===== src/rtl/bai2_pkg.sv =====
// Shared definitions for the binary-to-BCD conversion stage.
// Holds the converter state encoding, the fixed field widths and the marker
// value that replaces a result when the incoming word does not fit in 16 bits.
package bai2_pkg;

    typedef enum logic [1:0] {
        IDLE,
        SHIFT,
        DONE
    } state_t;

    localparam int BIN_W  = 16;
    localparam int DIGITS = 5;
    localparam int CNT_W  = 5;

    // Not a legal BCD pattern, so downstream logic can recognise it as "no number".
    localparam logic [4*DIGITS-1:0] INVALID_BCD = 20'hFFFFF;

endpackage


===== src/rtl/bcd_digit_adj.sv =====
// One digit of the double-dabble correction step.
// A BCD digit of 5 or more would carry past 9 when doubled by the following
// shift, so it is pre-biased by 3 to make the carry land in the next digit.
//
// Ports:
//   digit    - current 4-bit BCD digit
//   adjusted - digit, plus 3 when digit >= 5
module bcd_digit_adj (
    input  logic [3:0] digit,
    output logic [3:0] adjusted
);

    always_comb begin
        adjusted = digit;
        if (digit >= 4'd5) begin
            adjusted = digit + 4'd3;
        end
    end

endmodule


===== src/rtl/bin16_to_bcd_seq.sv =====
// Sequential 16-bit binary to 5-digit packed BCD converter.
// Captures the scaler's 32-bit word on a rising edge of its done flag, rejects
// values that need more than 16 bits, and otherwise converts with one
// double-dabble iteration per clock. The result register holds its value
// between conversions.
//
// Ports:
//   clk_i   - clock, all state changes on the rising edge
//   rst_i   - synchronous, active-low reset
//   data_i  - scaled word from the scaler
//   valid_i - scaler done level; a rising edge requests a conversion
//   bcd_o   - packed BCD result, digit 4 in the top nibble
//   done_o  - one-cycle pulse, bcd_o/err_o valid from this cycle on
//   busy_o  - high while a conversion is in progress
//   err_o   - upper bits of data_i were nonzero at the last start
module bin16_to_bcd_seq #(
    parameter int IN_W   = 32,
    parameter int BIN_W  = 16,
    parameter int DIGITS = 5
) (
    input  logic                  clk_i,
    input  logic                  rst_i,
    input  logic [IN_W-1:0]       data_i,
    input  logic                  valid_i,
    output logic [4*DIGITS-1:0]   bcd_o,
    output logic                  done_o,
    output logic                  busy_o,
    output logic                  err_o
);

    import bai2_pkg::*;

    state_t                state;
    state_t                next_state;
    logic                  valid_q;
    logic [BIN_W-1:0]      bin_sr;
    logic [4*DIGITS-1:0]   bcd_sr;
    logic [4*DIGITS-1:0]   bcd_adj;
    logic [4*DIGITS-1:0]   bcd_shifted;
    logic [CNT_W-1:0]      cnt;
    logic                  start;
    logic                  in_range;
    logic                  load;
    logic                  reject;
    logic                  shift_en;
    logic                  last_iter;

    // Per-digit +3 correction applied to the whole BCD register each iteration.
    for (genvar g = 0; g < DIGITS; g++) begin : g_adj
        bcd_digit_adj u_adj (
            .digit    (bcd_sr[4*g +: 4]),
            .adjusted (bcd_adj[4*g +: 4])
        );
    end

    // After correction, the BCD register shifts left and takes the binary MSB.
    assign bcd_shifted = (bcd_adj << 1) | {{(4*DIGITS-1){1'b0}}, bin_sr[BIN_W-1]};

    assign in_range  = (data_i[IN_W-1:BIN_W] == '0);
    assign last_iter = (cnt == CNT_W'(BIN_W - 1));

    // DONE accepts a start as well as IDLE: the result is already registered
    // when the pulse is shown, so a new request seen on that edge loses nothing
    // and back-to-back conversions run at one every 17 clocks.
    assign start = valid_i & ~valid_q & ((state == IDLE) || (state == DONE));

    // State register.
    always_ff @(posedge clk_i) begin
        if (!rst_i) begin
            state <= IDLE;
        end else begin
            state <= next_state;
        end
    end

    // Next-state decode and datapath controls.
    always_comb begin
        next_state = state;
        load       = 1'b0;
        reject     = 1'b0;
        shift_en   = 1'b0;
        unique case (state)
            IDLE, DONE: begin
                if (state == DONE) begin
                    next_state = IDLE;
                end
                if (start) begin
                    if (in_range) begin
                        load       = 1'b1;
                        next_state = SHIFT;
                    end else begin
                        reject     = 1'b1;
                        next_state = DONE;
                    end
                end
            end
            SHIFT: begin
                shift_en = 1'b1;
                if (last_iter) begin
                    next_state = DONE;
                end
            end
            default: next_state = IDLE;
        endcase
    end

    // Edge detector, shift registers, iteration counter and result registers.
    // bcd_o is written only when entering DONE, so it never shows partial sums.
    always_ff @(posedge clk_i) begin
        if (!rst_i) begin
            valid_q <= 1'b0;
            bin_sr  <= '0;
            bcd_sr  <= '0;
            cnt     <= '0;
            bcd_o   <= '0;
            err_o   <= 1'b0;
        end else begin
            valid_q <= valid_i;
            if (load) begin
                bin_sr <= data_i[BIN_W-1:0];
                bcd_sr <= '0;
                cnt    <= '0;
                err_o  <= 1'b0;
            end else if (reject) begin
                err_o  <= 1'b1;
                bcd_o  <= INVALID_BCD;
            end else if (shift_en) begin
                bcd_sr <= bcd_shifted;
                bin_sr <= bin_sr << 1;
                cnt    <= cnt + 1'b1;
                if (last_iter) begin
                    bcd_o <= bcd_shifted;
                end
            end
        end
    end

    assign done_o = (state == DONE);
    assign busy_o = (state != IDLE);

endmodule


===== config.mk =====
export PLATFORM = sky130hd
export DESIGN_NAME = bin16_to_bcd_seq
export DESIGN_NICKNAME = d
export VERILOG_FILES = /design/src/rtl/bai2_pkg.sv /design/src/rtl/bcd_digit_adj.sv /design/src/rtl/bin16_to_bcd_seq.sv
export SDC_FILE = /design/constraint.sdc
export NUM_CORES = 1
export LEC_CHECK = 0
export CORE_ASPECT_RATIO = 1.2
export CORE_MARGIN = 2
export CORE_UTILIZATION = 52
export CTS_CLUSTER_SIZE = 14
export DETAILED_ROUTE_END_ITERATION = 7
export HOLD_SLACK_MARGIN = 0.1
export PLACE_DENSITY = 0.84
export SLEW_MARGIN = 5
export SYNTH_ARGS = -nofsm -noshare
export SYNTH_HDL_FRONTEND = slang
export SYNTH_SLANG_ARGS = --single-unit

===== constraint.sdc =====
create_clock -name clk_i -period 1.9 [get_ports clk_i]
set_clock_uncertainty 0.05 [all_clocks]
set_input_delay 0.285 -clock clk_i [delete_from_list [all_inputs] [get_ports clk_i]]
set_output_delay 0.285 -clock clk_i [all_outputs]
set_load 0.01 [all_outputs]

==> notes.md <==
Implementation run completed; key figures follow.

Cells and area:
- The layout summary lists the proportion of cells stronger than drive strength 1 as 9.38%.
- The run gives the layout net count as 448.

Setup path:
- Walking the worst path, the cells encountered are or2_2 -> clkdlybuf4s50_1.
- The run puts the buffer-and-inverter tally for the worst setup path at 1.
- Per the timing report, the most critical flop-to-flop path finishes at bcd_o[5].
- The worst setup path is of the flop to primary output kind.
- The run puts the worst path arrival time at 1.45 ns.
- The run puts the worst-case reg-to-reg path depth at 6.
- Along the worst path, the maximum fanout reaches 5.
- The run gives the nature of the critical path endpoint as a primary output.
- The run gives the data required time at the worst endpoint as 1.56 ns.
- Looking at the reg2reg group, the worst path starts from bcd_sr[5].
- The slowest stage of the critical path is the clkdlybuf4s50_1 cell.
- The worst setup path is launched from a flop.

Synthesis:
- The portion of synthesized area spent on multiplexers is 5.26%.
- The run gives the main combinational cell family by area after synthesis as AND-OR/OR-AND gates.
- Looking at the cell usage after synthesis, the top flip-flop cell is dfxtp_1.
- The synthesized netlist contains 41 unique library cells.
- The run puts the synthesized flop and latch total at 65.
- The run puts the count of warnings emitted by yosys at 0.
- In the Yosys report, the sequential cells make up 40.2% of the chip area.
- The run puts the synthesized-area fraction occupied by adder cells at 4.64%.
- The run puts the count of instantiated cells in the yosys netlist at 343.
- The run puts the floorplan net count at 390.

Die:
- In this run the horizontal extent of the chip is 76.0 um.
- The die is 90.4 um tall.

Clocking:
- The run gives the number of buffers inserted by hold repair at cts as 0.
- The run gives the maximum root-to-sink buffer count as 2.

Power and ir drop:
- The run puts the cell leakage power at 1.80 nW.
- Of the total power, the share spent switching nets is 22.1%.
- The run puts the fraction of power consumed by the clock network at 39.2%.
- The run gives the internal power as 2.16 mW.
- The run puts the sequential share of power at 51.2%.

STA:
- The run puts the number of hold violations in the final report at 0.
- The final layout reports a setup TNS of 0 ns.
- The run gives the minimum setup slack in the final design as 0.117 ns.
- Setup repair after global routing left no endpoint under its margin.
- Derived from the worst setup path, the maximum achievable clock frequency is 561 MHz.

Outcome:
- The flow ran to the end, and the final reports show no timing, DRC or antenna violations.

Worst hold path:
- The startpoint identified for the worst hold timing path is err_o.

Routing:
- The run puts the count of nets left with antenna violations after detail routing at 0.
- Per the detail_route report, the via count comes to 2755.
- For this block, the routed nets add up to 6.84 mm of wire.
- The run gives the detailed-router iteration count before antenna repair as 5.
- The run puts the vias per cell at 5.66.

Run:
- Summing over the stages, the warning tally comes to 31.

Place:
- The run gives the worst slack after detailed placement as -0.138 ns.
- During placement, the flow inserted port buffers numbering 57.
- Summed over all nets, the half-perimeter wirelength after detailed placement is 4.87 mm.

GRT:
- The run puts the first-pass GRT wire length at 12.0 mm.
-- Yosys cell counts, drive strengths merged (2+ instances only) --
cell	count	share of area [%]
xor2	2	0.54
nand3	7	1.1
nand4	2	0.58
clkbuf	9	1.0
a41oi	4	1.1
nor2	26	3.0
o2111a	4	1.4
and2	7	1.4
nand2b	11	2.4
a211o	4	1.1
and3	9	1.7
mux2i	17	5.3
buf	14	3.1
inv	12	1.4
nand2	40	4.6
a311oi	5	1.4
nor3	4	0.62
ha	12	4.6
nor2b	2	0.39
dfxtp	65	40
a211oi	5	1.2
or3	2	0.39
nor4	4	1.8
o41a	4	1.4
o211a	15	4.6
o221a	20	7.0
a21oi	4	0.62
o21ai	25	4.1
xnor2	2	0.54
a31oi	2	0.39
-- sequential cells by signal, summed over array words and instances, names as in the netlist --
| register | cells |
|---|---|
| err_o | 1 |
| bcd_o | 20 |
| cnt | 5 |
| bin_sr | 16 |
| valid_q | 1 |
| state | 2 |
| bcd_sr | 20 |
-- cells in the final DEF (no fill, tap or decap), types with 3 or more instances in the layout --
cell and count:
dfxtp_1 65, clkdlybuf4s50_1 57, nand2_1 40, nor2_1 26
o221a_1 19, mux2i_1 17, o211a_1 15, o21ai_0 13
inv_1 12, ha_1 12, nand2b_1 10, o21ai_1 10
buf_4 10, and3_1 9, clkbuf_8 9, and2_1 7
nand3_1 7, a311oi_1 5, a211oi_1 5, o2111a_1 4
o41a_1 4, a211o_1 4, a41oi_1 4, a21oi_1 4
nor3_1 4, nor4_2 3, clkinv_2 3, buf_12 3
-- through the flow --
stage	instance area, um^2	cells	power, mW	utilization, %
after floorplan	3240	343	1.55	-
after global placement	3910	472	1.72	65.0
after detailed placement	3910	472	1.72	65.0
after CTS	4090	487	2.81	68.0
after global routing	4090	487	2.90	68.0
final	4090	487	2.78	68.0
-- per-layer routing --
layer / wire length, um / GRT usage (%)
met5: 0 / 0
met4: 150 / 11.7
met1: 2920 / 24.7
met3: 206 / 3.50
met2: 3570 / 36.7
-- layout make-up --
cell class | instances | area, um^2
clock buffer | 11 | 131
clock inverter | 4 | 45.0
fill | 464 | 1930
inverter | 12 | 45.0
multi-input combinational | 243 | 1750
sequential | 65 | 1300
tap | 82 | 103
timing repair buffer | 70 | 706
-- kinds of logic (layout without fill, tap and decap cells) --
logic type / count (synthesis) / after routing
and+or+nand+nor: 117 / 117
AOI/OAI and AO/OA: 93 / 93
DFF: 65 / 65
buffers and inverters: 35 / 97
muxes: 17 / 17
adders and majority gates: 12 / 12
xor gates and xnor gates: 4 / 4
-- power by group through the flow --
stage	Clock (mW)	Sequential, mW	Combinational [mW]
2_1_floorplan	0	1.47	0.0847
3_3_place_gp	0	1.45	0.267
3_5_place_dp	0	1.45	0.272
4_1_cts	1.11	1.42	0.271
5_1_grt	1.18	1.43	0.287
6_report	1.09	1.42	0.268
-- worst reg2reg max path, cell delays in order, from the launching register on --
cell and delay [ns]:
dfxtp_1 0.35, inv_1 0.08, ha_1 0.17, nand2b_1 0.22, a211o_1 0.34, and3_1 0.19
o221a_1 0.25
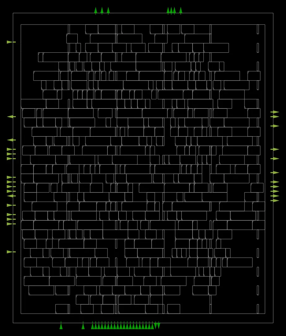
**Above:** cell placement.
Finished Layout Cells: 487
area of the core: 6010 um^2
FP Rows: 31

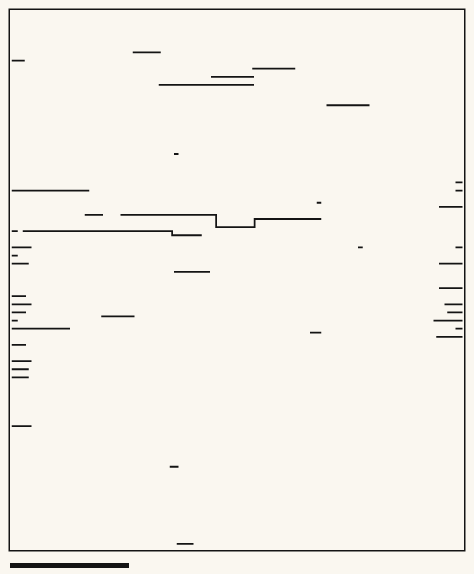
**Above:** signal wires on met3.
Bar = 20 um.
The longest straight run is 24.8 um. The wires run mostly horizontal.

Power figures rest on the tool's default switching activity, not on a simulated workload.
